--- src/rtl/mem_scan_ctrl.sv ---
`default_nettype none
// +----------------------------------------------------------------------------+
// | mem_scan_ctrl                                                              |
// | Walks an inclusive address range with single-beat reads and forwards each  |
// | returned word on a valid/ready stream; supports gap, abort, stop-on-error. |
// | Revision: 1.0                                                              |
// +----------------------------------------------------------------------------+
module mem_scan_ctrl #(
  parameter int ADDR_W     = 32,
  parameter int DATA_W     = 32,
  parameter int GAP_CYCLES = 8
) (
  input  logic              clk_i,
  input  logic              rst_i,
  input  logic              start_i,
  input  logic              abort_i,
  input  logic [ADDR_W-1:0] cfg_begin_i,
  input  logic [ADDR_W-1:0] cfg_end_i,
  input  logic [1:0]        cfg_size_i,
  output logic              busy_o,
  output logic              done_o,
  output logic              error_o,
  output logic [ADDR_W-1:0] err_addr_o,
  output logic [ADDR_W-1:0] beat_count_o,
  output logic              mem_req_o,
  output logic [ADDR_W-1:0] mem_addr_o,
  output logic [1:0]        mem_size_o,
  input  logic              mem_gnt_i,
  input  logic              mem_rvalid_i,
  input  logic [DATA_W-1:0] mem_rdata_i,
  input  logic              mem_rerr_i,
  output logic              out_valid_o,
  output logic [DATA_W-1:0] out_data_o,
  output logic [ADDR_W-1:0] out_addr_o,
  output logic              out_last_o,
  input  logic              out_ready_i
);

  typedef enum logic [2:0] {
    S_IDLE = 3'd0,
    S_GAP  = 3'd1,
    S_REQ  = 3'd2,
    S_WAIT = 3'd3,
    S_PUSH = 3'd4
  } state_t;

  localparam int                 c_GAP_W      = (GAP_CYCLES > 1) ? $clog2(GAP_CYCLES) : 1;
  localparam logic [c_GAP_W-1:0] c_GAP_LAST   = c_GAP_W'((GAP_CYCLES > 0) ? GAP_CYCLES - 1 : 0);
  localparam state_t             c_BEAT_START = (GAP_CYCLES == 0) ? S_REQ : S_GAP;

  function automatic logic [ADDR_W-1:0] f_stride(input logic [1:0] size);
    case (size)
      2'd0:    return ADDR_W'(2);
      2'd1:    return ADDR_W'(4);
      default: return ADDR_W'(8);
    endcase
  endfunction

  state_t              r_state;
  logic [ADDR_W-1:0]   r_addr;
  logic [ADDR_W-1:0]   r_end;
  logic [1:0]          r_size;
  logic [c_GAP_W-1:0]  r_gap_cnt;
  logic                r_abort_pend;
  logic                r_busy;
  logic                r_done;
  logic                r_error;
  logic [ADDR_W-1:0]   r_err_addr;
  logic [ADDR_W-1:0]   r_beat_count;
  logic                r_mem_req;
  logic [ADDR_W-1:0]   r_mem_addr;
  logic                r_out_valid;
  logic [DATA_W-1:0]   r_out_data;
  logic [ADDR_W-1:0]   r_out_addr;
  logic                r_out_last;

  state_t              w_state_nxt;
  logic [ADDR_W-1:0]   w_addr_nxt;
  logic [ADDR_W-1:0]   w_end_nxt;
  logic [1:0]          w_size_nxt;
  logic [c_GAP_W-1:0]  w_gap_cnt_nxt;
  logic                w_abort_nxt;
  logic                w_done_nxt;
  logic                w_error_nxt;
  logic [ADDR_W-1:0]   w_err_addr_nxt;
  logic [ADDR_W-1:0]   w_beat_nxt;
  logic                w_out_valid_nxt;
  logic [DATA_W-1:0]   w_out_data_nxt;
  logic [ADDR_W-1:0]   w_out_addr_nxt;
  logic                w_out_last_nxt;

  logic [ADDR_W-1:0]   w_cfg_stride;
  logic [ADDR_W-1:0]   w_cfg_mask;
  logic                w_cfg_bad;
  logic                w_at_end;

  // Alignment of both begin and span is required so that the end address is
  // hit exactly by repeated stride increments and never wrapped past.
  assign w_cfg_stride = f_stride(cfg_size_i);
  assign w_cfg_mask   = w_cfg_stride - ADDR_W'(1);
  assign w_cfg_bad    = (cfg_size_i == 2'd3)
                      || (cfg_end_i < cfg_begin_i)
                      || ((cfg_begin_i & w_cfg_mask) != '0)
                      || (((cfg_end_i - cfg_begin_i) & w_cfg_mask) != '0);
  assign w_at_end     = (r_addr == r_end);

  always_comb begin
    w_state_nxt     = r_state;
    w_addr_nxt      = r_addr;
    w_end_nxt       = r_end;
    w_size_nxt      = r_size;
    w_gap_cnt_nxt   = r_gap_cnt;
    w_abort_nxt     = r_abort_pend;
    w_done_nxt      = 1'b0;
    w_error_nxt     = r_error;
    w_err_addr_nxt  = r_err_addr;
    w_beat_nxt      = r_beat_count;
    w_out_valid_nxt = r_out_valid;
    w_out_data_nxt  = r_out_data;
    w_out_addr_nxt  = r_out_addr;
    w_out_last_nxt  = r_out_last;

    case (r_state)
      S_IDLE: begin
        if (start_i) begin
          w_end_nxt     = cfg_end_i;
          w_size_nxt    = cfg_size_i;
          w_addr_nxt    = cfg_begin_i;
          w_beat_nxt    = '0;
          w_gap_cnt_nxt = '0;
          w_abort_nxt   = 1'b0;
          if (w_cfg_bad) begin
            w_error_nxt    = 1'b1;
            w_err_addr_nxt = cfg_begin_i;
            w_done_nxt     = 1'b1;
          end else begin
            w_error_nxt = 1'b0;
            w_state_nxt = c_BEAT_START;
          end
        end
      end

      S_GAP: begin
        if (abort_i) begin
          w_done_nxt  = 1'b1;
          w_state_nxt = S_IDLE;
        end else if (r_gap_cnt == c_GAP_LAST) begin
          w_gap_cnt_nxt = '0;
          w_state_nxt   = S_REQ;
        end else begin
          w_gap_cnt_nxt = r_gap_cnt + c_GAP_W'(1);
        end
      end

      S_REQ: begin
        // A grant beats a simultaneous abort; the abort is then honoured once
        // the response has drained.
        if (mem_gnt_i) begin
          w_abort_nxt = abort_i;
          w_state_nxt = S_WAIT;
        end else if (abort_i) begin
          w_done_nxt  = 1'b1;
          w_state_nxt = S_IDLE;
        end
      end

      S_WAIT: begin
        if (mem_rvalid_i) begin
          w_abort_nxt = 1'b0;
          if (r_abort_pend || abort_i) begin
            w_done_nxt  = 1'b1;
            w_state_nxt = S_IDLE;
          end else if (mem_rerr_i) begin
            w_error_nxt    = 1'b1;
            w_err_addr_nxt = r_addr;
            w_done_nxt     = 1'b1;
            w_state_nxt    = S_IDLE;
          end else begin
            w_out_valid_nxt = 1'b1;
            w_out_data_nxt  = mem_rdata_i;
            w_out_addr_nxt  = r_addr;
            w_out_last_nxt  = w_at_end;
            w_state_nxt     = S_PUSH;
          end
        end else if (abort_i) begin
          w_abort_nxt = 1'b1;
        end
      end

      S_PUSH: begin
        if (out_ready_i) begin
          w_out_valid_nxt = 1'b0;
          w_out_last_nxt  = 1'b0;
          w_beat_nxt      = r_beat_count + ADDR_W'(1);
          if (w_at_end) begin
            w_done_nxt  = 1'b1;
            w_state_nxt = S_IDLE;
          end else begin
            w_addr_nxt    = r_addr + f_stride(r_size);
            w_gap_cnt_nxt = '0;
            w_state_nxt   = c_BEAT_START;
          end
        end else if (abort_i) begin
          w_out_valid_nxt = 1'b0;
          w_out_last_nxt  = 1'b0;
          w_done_nxt      = 1'b1;
          w_state_nxt     = S_IDLE;
        end
      end

      default: begin
        w_state_nxt = S_IDLE;
      end
    endcase
  end

  always_ff @(posedge clk_i) begin
    if (rst_i) begin
      r_state      <= S_IDLE;
      r_addr       <= '0;
      r_end        <= '0;
      r_size       <= '0;
      r_gap_cnt    <= '0;
      r_abort_pend <= 1'b0;
      r_busy       <= 1'b0;
      r_done       <= 1'b0;
      r_error      <= 1'b0;
      r_err_addr   <= '0;
      r_beat_count <= '0;
      r_mem_req    <= 1'b0;
      r_mem_addr   <= '0;
      r_out_valid  <= 1'b0;
      r_out_data   <= '0;
      r_out_addr   <= '0;
      r_out_last   <= 1'b0;
    end else begin
      r_state      <= w_state_nxt;
      r_addr       <= w_addr_nxt;
      r_end        <= w_end_nxt;
      r_size       <= w_size_nxt;
      r_gap_cnt    <= w_gap_cnt_nxt;
      r_abort_pend <= w_abort_nxt;
      r_busy       <= (w_state_nxt != S_IDLE);
      r_done       <= w_done_nxt;
      r_error      <= w_error_nxt;
      r_err_addr   <= w_err_addr_nxt;
      r_beat_count <= w_beat_nxt;
      r_mem_req    <= (w_state_nxt == S_REQ);
      r_mem_addr   <= w_addr_nxt;
      r_out_valid  <= w_out_valid_nxt;
      r_out_data   <= w_out_data_nxt;
      r_out_addr   <= w_out_addr_nxt;
      r_out_last   <= w_out_last_nxt;
    end
  end

  assign busy_o       = r_busy;
  assign done_o       = r_done;
  assign error_o      = r_error;
  assign err_addr_o   = r_err_addr;
  assign beat_count_o = r_beat_count;
  assign mem_req_o    = r_mem_req;
  assign mem_addr_o   = r_mem_addr;
  assign mem_size_o   = r_size;
  assign out_valid_o  = r_out_valid;
  assign out_data_o   = r_out_data;
  assign out_addr_o   = r_out_addr;
  assign out_last_o   = r_out_last;

endmodule
`default_nettype wire

--- config.mk ---
export PLATFORM = sky130hd
export DESIGN_NAME = mem_scan_ctrl
export DESIGN_NICKNAME = d
export VERILOG_FILES = /design/src/rtl/mem_scan_ctrl.sv
export SDC_FILE = /design/constraint.sdc
export NUM_CORES = 1
export LEC_CHECK = 0
export ABC_CLOCK_PERIOD_IN_PS = 3050
export CORE_ASPECT_RATIO = 1.5
export CORE_MARGIN = 2
export CORE_UTILIZATION = 33
export DETAILED_ROUTE_END_ITERATION = 16
export SYNTH_ARGS = -nofsm -noshare
export SYNTH_HDL_FRONTEND = slang
export SYNTH_SLANG_ARGS = --single-unit
--- constraint.sdc ---
create_clock -name clk_i -period 3.05 [get_ports clk_i]
set_clock_uncertainty 0.15 [all_clocks]
set_input_delay 0.7625 -clock clk_i [delete_from_list [all_inputs] [get_ports clk_i]]
set_output_delay 0.7625 -clock clk_i [all_outputs]
set_load 0.01 [all_outputs]
==> flow_summary_export.csv <==
group,metric,value,unit
logic_synthesis,synthTopCellsByCount,"nand2_1 (289), dfxtp_1 (207), a21oi_1 (137)",
clock_network,cts_tree,"yes",
route,via_per_inst,5.35,
hold_path,holdPathStages,2,
route,wl_met1,15.1,mm
placement,post-dp-hpwl,30.9,mm
grt,grt_pass1_wl,62.8,mm
floorplanning,fp_util,33.6,%
pwr,vdd_drop_max,301,uV
route,first_pass_iters,5,
worst_setup_path,worstPathArrival,3.25,ns
logic_synthesis,topCellsByArea,"dfxtp_1 (40%), nand2_1 (10%), a21oi_1 (6.6%)",
logic_synthesis,xor_share,5.12,%
clock_network,clock-sinks,207,
grt,grt_usage,24.4,%
clock_network,insertion_delay,0.53,ns
clock_network,cts_hold_buffers,0,
route,avgRoutedWirePerCell,20.0,microns
logic_synthesis,synthMuxAreaShare,0.204,%
hold_path,worstHoldEndpoint,"out_addr_o[7]$_SDFFE_PP0P_",
grt,grt_use_met3,2.86,%
placement,port-buffer-count,273,
finish,syn_to_final_growth,48.1,%
logic_synthesis,top_area_share,39.7,%
worst_setup_path,slowest_delay,0.50,ns
logic_synthesis,synth_flop_count,207,
pwr,pg_comb,1.03,mW
logic_synthesis,synth_top_cell_by_area,"dfxtp_1",
route,drc,0,
hold_path,hold_start,"out_addr_o[7]$_SDFFE_PP0P_",
placement,placed_cell_area,0.0143,sq mm
timing,worst_pin_slew,0.729,ns
clock_network,cts-root-buf,"clkbuf_16",
logic_synthesis,yosys.stat.seqShare,39.7,%
run,tool_warnings,29,
status,status,"finished clean",
clock_network,cts_resized,43,
grt,grt_max_degree,137,
floorplanning,io_pins,274,
timing,setup_viol,0,
clock_network,postCtsSetupRepairBufs,5,
pwr,switchingPower,1.77,mW
floorplanning,rows,79,
worst_setup_path,reg2reg_from,"mem_size_o[1]$_SDFFE_PP0P_",
finish,lay_top_count,"nand2_1",
logic_synthesis,ys_area,0.0104,sq mm
placement,routabilityCongestion,0.916,
pwr,top_power_group,"the clock network",
logic_synthesis,simple_gate_share,23.6,%
finish,fillers,3064,
timing,slew_violations,0,
timing,relSlewSlack,51.4,%
floorplanning,coreArea,0.0310,sq mm
grt,grt_util_met1,26.6,%
timing,setup_tns,0,ns
timing,final_hold_viol_count,0,
clock_network,cts.clk_slew.worst_paths,0.06,ns
logic_synthesis,ys_top_logic_family,"simple AND/OR/NAND/NOR gates",
logic_synthesis,ff_type,"dfxtp_1",
worst_setup_path,critical-path-top-delay-family,"buffers and inverters",
## flip-flops by register name (all words and copies together), names as in the netlist, 2 cells and up
signal        cells
mem_size_o        2
mem_addr_o       32
err_addr_o       32
out_data_o       32
r_end            32
r_gap_cnt         3
out_addr_o       32
beat_count_o     32
r_state           3
## final cells by class
cell class | count | area (sq um) | area share (%)
Inverter | 43 | 161 | 1.04
Multi-Input combinational cell | 974 | 5960 | 38.6
Clock inverter | 4 | 73.8 | 0.478
Clock buffer | 37 | 708 | 4.58
Tap cell | 405 | 507 | 3.28
Timing Repair Buffer | 406 | 3890 | 25.2
Sequential cell | 207 | 4140 | 26.8
Placement by cell class:
Fill, decap, tap and diode cells in gray.
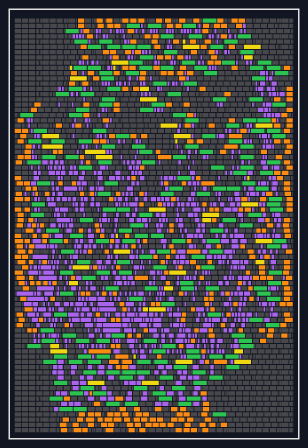
legend:
  orange:
    class: other buffers and delay cells
    cells: 406
    share_of_their_area: 26%
  yellow:
    class: clock drivers and dummy loads
    cells: 41
    share_of_their_area: 5.2%
  green:
    class: flops
    cells: 207
    share_of_their_area: 28%
  purple:
    class: combinational and other logic
    cells: 1017
    share_of_their_area: 41%

The metal 2 layer:
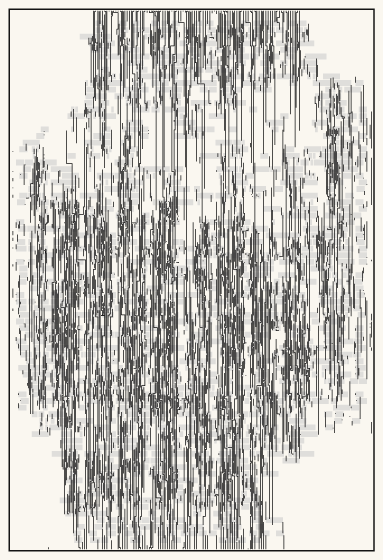
longest straight run: 78.5 microns
main direction: vertical
share of all routed wire: 54%
final WL: 41.5 mm
met2 Resource Use GR: 46.2%
via count: 11100

No activity file was given, so power comes from the tool's default toggle rates.
